Figure 1. Signal wires on met1 (run 1).
Scale bar: 50 µm. Supply wires on this layer in gray.
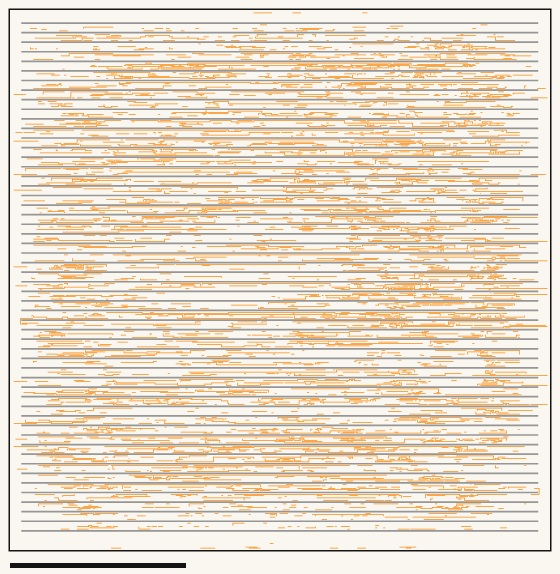
Figure 2. Metal 2 (run 1).
Scale bar: 50 µm.
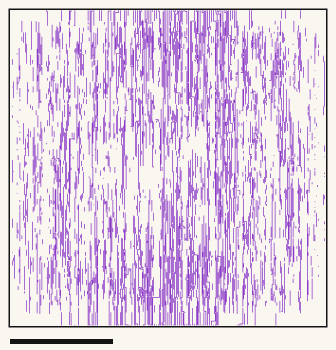
Figure 3. Met3 routing (run 1).
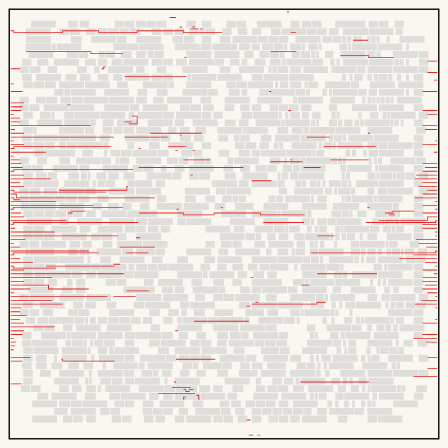
Design ybus_reader, sky130hd; sources not shown.
==> results.yml, run 1 <==
# generated from flow reports
clock_network:
  cts.clk_slew.worst_paths_ns: 0.06
  cts_tree: "done"
  numCtsBuffers: 38
  clock_tree.htree_level_count: 2
  hold_buffers: 0
  ctsLongestPathBuffers: 3
  numClockSinks: 267
  clk_root_buffer_cell: "clkbuf_16"
finish:
  layout_top_cell_excl_fill_tap: "clkdlybuf4s50_1"
  numSequentialCells: 267
  fraction_of_layout_cells_with_a_size_suffix_above_1_pct: 23.0
  inverters_excl_clock: 24
  non_clock_buffer_count: 278
  comb_area_share_pct: 30.2
  clock_cell_area_share_pct: 8.28
  number_of_flip_flops_under_the_largest_register_name: 181
  finish.net_count: 1377
  fillCellCount: 1404
  flop_area_um2: 6690
  dominant-cell-class: "flip-flops and latches"
  antenna-diode-count: 4
  area_delta_synth_final_pct: 34.8
  multi_input_combinational: 580
  most-common-layout-cells: "clkdlybuf4s50_1, dfrtp_1, mux2_2"
  comb_cell_area_um2: 4850
  finalCoreUtilization_pct: 76.0
drt:
  wirelength_met1_mm: 12.9
  drt_drc_violations_left: 0
  drt_first_iter_violations: 336
  highest_layer: "met5"
  drt-vias-per-instance: 5.46
logic_synthesis:
  ys_ff: 267
  async_flop_share_pct: 100
  synth_dominant_cell_count: "dfrtp_1"
  synth.mux.area_fraction_pct: 24.4
  ys_sh_aoi_pct: 6.85
  syn_avg_cell_area_um2: 12.9
  synthesis.nets: 1116
  edf_count: 0
  synth_area_um2: 11900
  xor_area_share_pct: 4.40
  yosys.area_share.adder_pct: 0.315
  netlist_top_cells_area: "dfrtp_1, mux2_2, mux2i_1, nand2_1, xor2_1"
  yosysTopAreaCellShare_pct: 56.0
  ys_seq_share_pct: 56.0
  ys_warn_count: 0
  ys_dominant_reg_cell: "dfrtp_1"
  synthSimpleGateAreaFrac_pct: 4.51
  post_synth_main_logic_family: "multiplexers"
  ys_cells: 928
  netlist-cell-type-count: 35
  synth.yosys.chip_area_um2: 11900
  common_cells: "dfrtp_1, mux2_2, mux2i_1, nand2_1, o21ai_1"
power_and_ir_drop:
  pg_clk_mw: 0.498
  static-leakage-power_nw: 7.02
  power_combinational_mw: 1.03
  p_seq_mw: 0.698
  clockPowerShare_pct: 22.3
  max-vdd-ir-drop_v: 0.0000870
  power_switching_mw: 0.910
  power.share.switching_pct: 40.8
  total_power_consumption_of_the_routed_design_mw: 2.23
  largest_power_group: "combinational cells"
  internal_power_mw: 1.32
  seq_power_share_pct: 31.3
  power_density_nw_per_um2: 139
setup_path:
  rr_worst_depth: 7
  slowest_stage: "dfrtp_2"
  critical_path_depth: 6
  slack_of_the_worst_reg_to_reg_path_ns: 22.71
  crit_fanout: 28
  timing.critical_path.cells: "or3b_2, buf_4, o22ai_1, nor2_1, inv_1, clkdlybuf4s50_1"
  cell_type_group_with_the_largest_total_delay_on_the_critical_path: "buffers and inverters"
  timing.critical_path.buf_inv: 3
  cpPeakStageDelay_ns: 0.92
  start_kind: "flop"
  worstPathRequired_ns: 22.11
  critPathArrivalTime_ns: 4.01
  timing.setup.critical_path_class: "reg -> out"
timing:
  finalMaxSlewViolations: 0
  fin_hold_ws_ns: 0.428
  rsz0062_at_grt: "no"
  setup_tns_ns: 0
  clock.fmax_ghz: 0.104
  final.setup.worst_slack_ns: 18.10
  finalCritPeriodShare_pct: 34.7
  worstMarginPinSlew_ns: 1.07
  finalSetupViolations: 0
floorplan:
  die-area_um2: 23500
  design.core.area_um2: 21200
  y_dimension_of_the_die_um: 153
  placementRows: 53
  boundaryPins: 270
  die_width_um: 153
placed_design:
  dp_worst_setup_slack_ns: 17.81
  place_area_um2: 14700
  placed_cells_incl_taps: 1424
  globalplace.congestion: 0.817
  detailed_place_hpwl_mm: 20.6
outcome:
  outcome: "finished, final reports clean"
hold_path:
  holdCritPathClass: "reg -> reg"
  min_delay_path_depth: 2
job:
  max_cap_viol_count: 0
  tool_warnings: 30
global_routing:
  grt_first_pass_wirelength_mm: 46.9
  antenna_found_initial: 5
  overflow: 0
  grt_most_used_layer: "met2"
Back to the opening pictures, Figure 1:
The layer carries 12900 µm of wire. The wires run mostly horizontal. The longest straight run is 77.7 µm.
wire length reported by the detailed router: 30.2 mm
overall via count from detail_route: 8169
met1 Track Usage GR: 33.5%

Back to the opening pictures, Figure 2:
1240 nets have wire on it. The layer carries 14500 µm of wire. The wires run mostly vertical.
met2 Resource Use GR: 40.7%

Back to the opening pictures, Figure 3:
The longest straight run is 49.5 µm. The wires run mostly horizontal. 167 nets have wire on it. The layer holds 6.2% of the routed length.
met3 layer usage reported by global route: 6.06%

Figure 4. Routing congestion map (run 1).
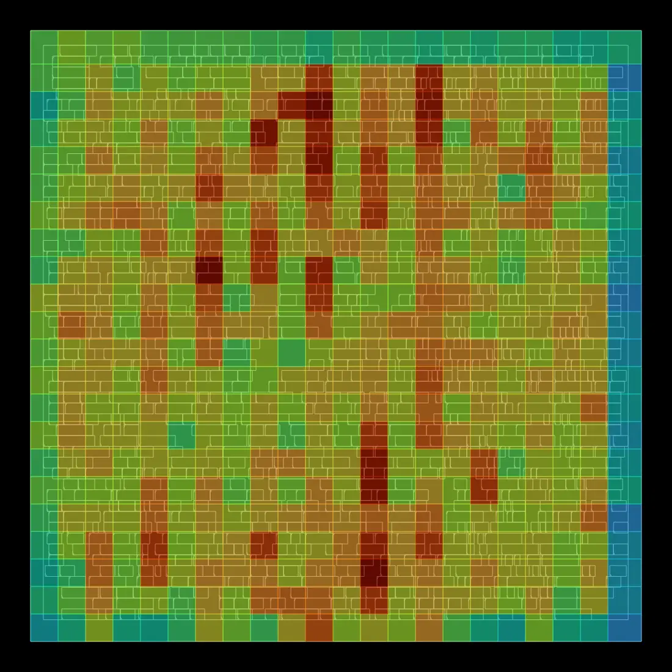

==> run 2, diff against run 1 <==
--- a/config.mk
+++ b/config.mk
@@ -6,7 +6,7 @@
 export NUM_CORES = 1
 export LEC_CHECK = 0
 export CORE_MARGIN = 3
-export CORE_UTILIZATION = 55
+export CORE_UTILIZATION = 51
 export CTS_CLUSTER_DIAMETER = 40
 export DETAILED_ROUTE_END_ITERATION = 6
 export GPL_TIMING_DRIVEN = 1
==> constraint.sdc (replaced) <==
create_clock -name clk -period 9.15 [get_ports clk]
set_clock_uncertainty 0.05 [all_clocks]
set_input_delay 1.83 -clock clk [delete_from_list [all_inputs] [get_ports clk]]
set_output_delay 1.83 -clock clk [all_outputs]
set_load 0.05 [all_outputs]
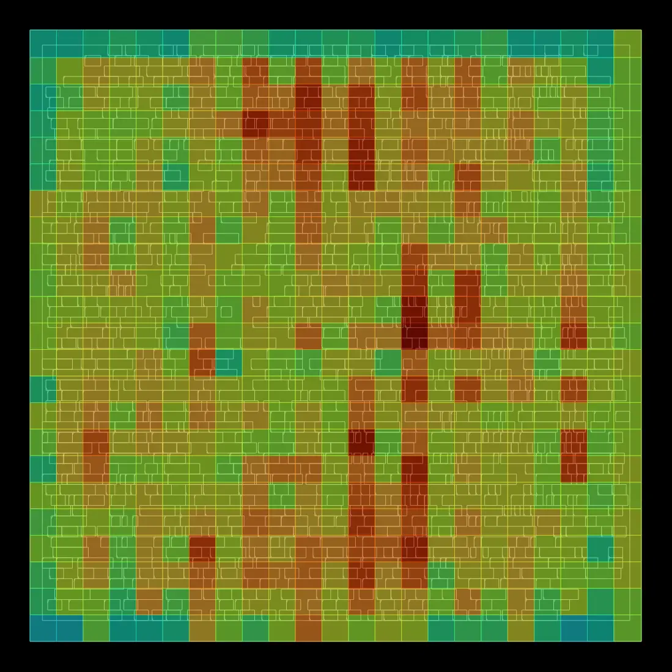
Figure 5: run 2, routing congestion map.
Routed wire per std cell: 19.9 µm
All-Layer GR Usage: 24.2%
post-layout utilization of the core: 70.9%

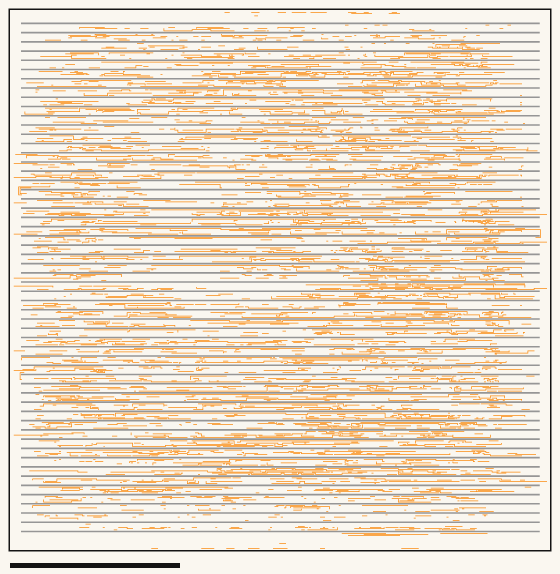
Figure 6: run 2, signal wires on met1.
Scale bar: 50 µm. Supply wires on this layer in gray.
The layer holds 44% of the routed length. 1202 nets have wire on it. The layer carries 13500 µm of wire. The longest straight run is 81.0 µm.
met1 Track Usage GR: 32.8%
overall via count from detail_route: 8201

==> results.yml, run 2 <==
# generated from flow reports
finish:
  fillCellCount: 1703
  number_of_flip_flops_under_the_largest_register_name: 181
  comb_cell_area_um2: 4850
  clock_cell_area_share_pct: 8.49
  flop_area_um2: 6690
  numSequentialCells: 267
  finish.net_count: 1382
  non_clock_buffer_count: 280
power_and_ir_drop:
  total_power_consumption_of_the_routed_design_mw: 6.80
  p_seq_mw: 2.10
  seq_power_share_pct: 30.8
  power_switching_mw: 2.80
  static-leakage-power_nw: 7.05
  power_density_nw_per_um2: 419
  internal_power_mw: 3.99
  max-vdd-ir-drop_v: 0.000254
  power_combinational_mw: 3.16
  power.share.switching_pct: 41.2
global_routing:
  overflow: 0
  use_met2_pct: 38.4
  grt_most_used_layer: "met2"
  antenna_found_initial: 8
setup_path:
  crit_fanout: 32
  critPathArrivalTime_ns: 3.54
  timing.critical_path.cells: "or3b_2, buf_4, o22ai_1, a21oi_1, inv_1, clkdlybuf4s50_1"
  critical_path_depth: 6
  cell_type_group_with_the_largest_total_delay_on_the_critical_path: "buffers and inverters"
  slack_of_the_worst_reg_to_reg_path_ns: 5.64
  timing.setup.critical_path_class: "reg -> out"
  start_kind: "flop"
timing:
  finalCritPeriodShare_pct: 59.3
  worstMarginPinSlew_ns: 1.01
  setup_tns_ns: 0
  finalMaxSlewViolations: 0
clock_network:
  clock_tree.htree_level_count: 2
  ctsLongestPathBuffers: 3
  cts_tree: "done"
  numCtsBuffers: 41
  numClockSinks: 267
logic_synthesis:
  ys_cells: 928
  edf_count: 0
  yosys.area_share.adder_pct: 0.315
  netlist_top_cells_area: "dfrtp_1, mux2_2, mux2i_1, nand2_1, xor2_1"
  common_cells: "dfrtp_1, mux2_2, mux2i_1, nand2_1, o21ai_1"
  synth.mux.area_fraction_pct: 24.4
  synth_area_um2: 11900
  synth.yosys.chip_area_um2: 11900
  yosysTopAreaCellShare_pct: 56.0
  synth_dominant_cell_count: "dfrtp_1"
  ys_seq_share_pct: 56.0
floorplan:
  design.core.area_um2: 22800
  boundaryPins: 270
  y_dimension_of_the_die_um: 159
  die-area_um2: 25300
  placementRows: 55
placed_design:
  dp_worst_setup_slack_ns: 4.22
  globalplace.congestion: 0.818
drt:
  highest_layer: "met5"
  drt_first_iter_violations: 410
job:
  max_cap_viol_count: 0
hold_path:
  holdCritPathClass: "reg -> reg"
outcome:
  outcome: "finished, final reports clean"
Power and IR drop assume default switching activity.
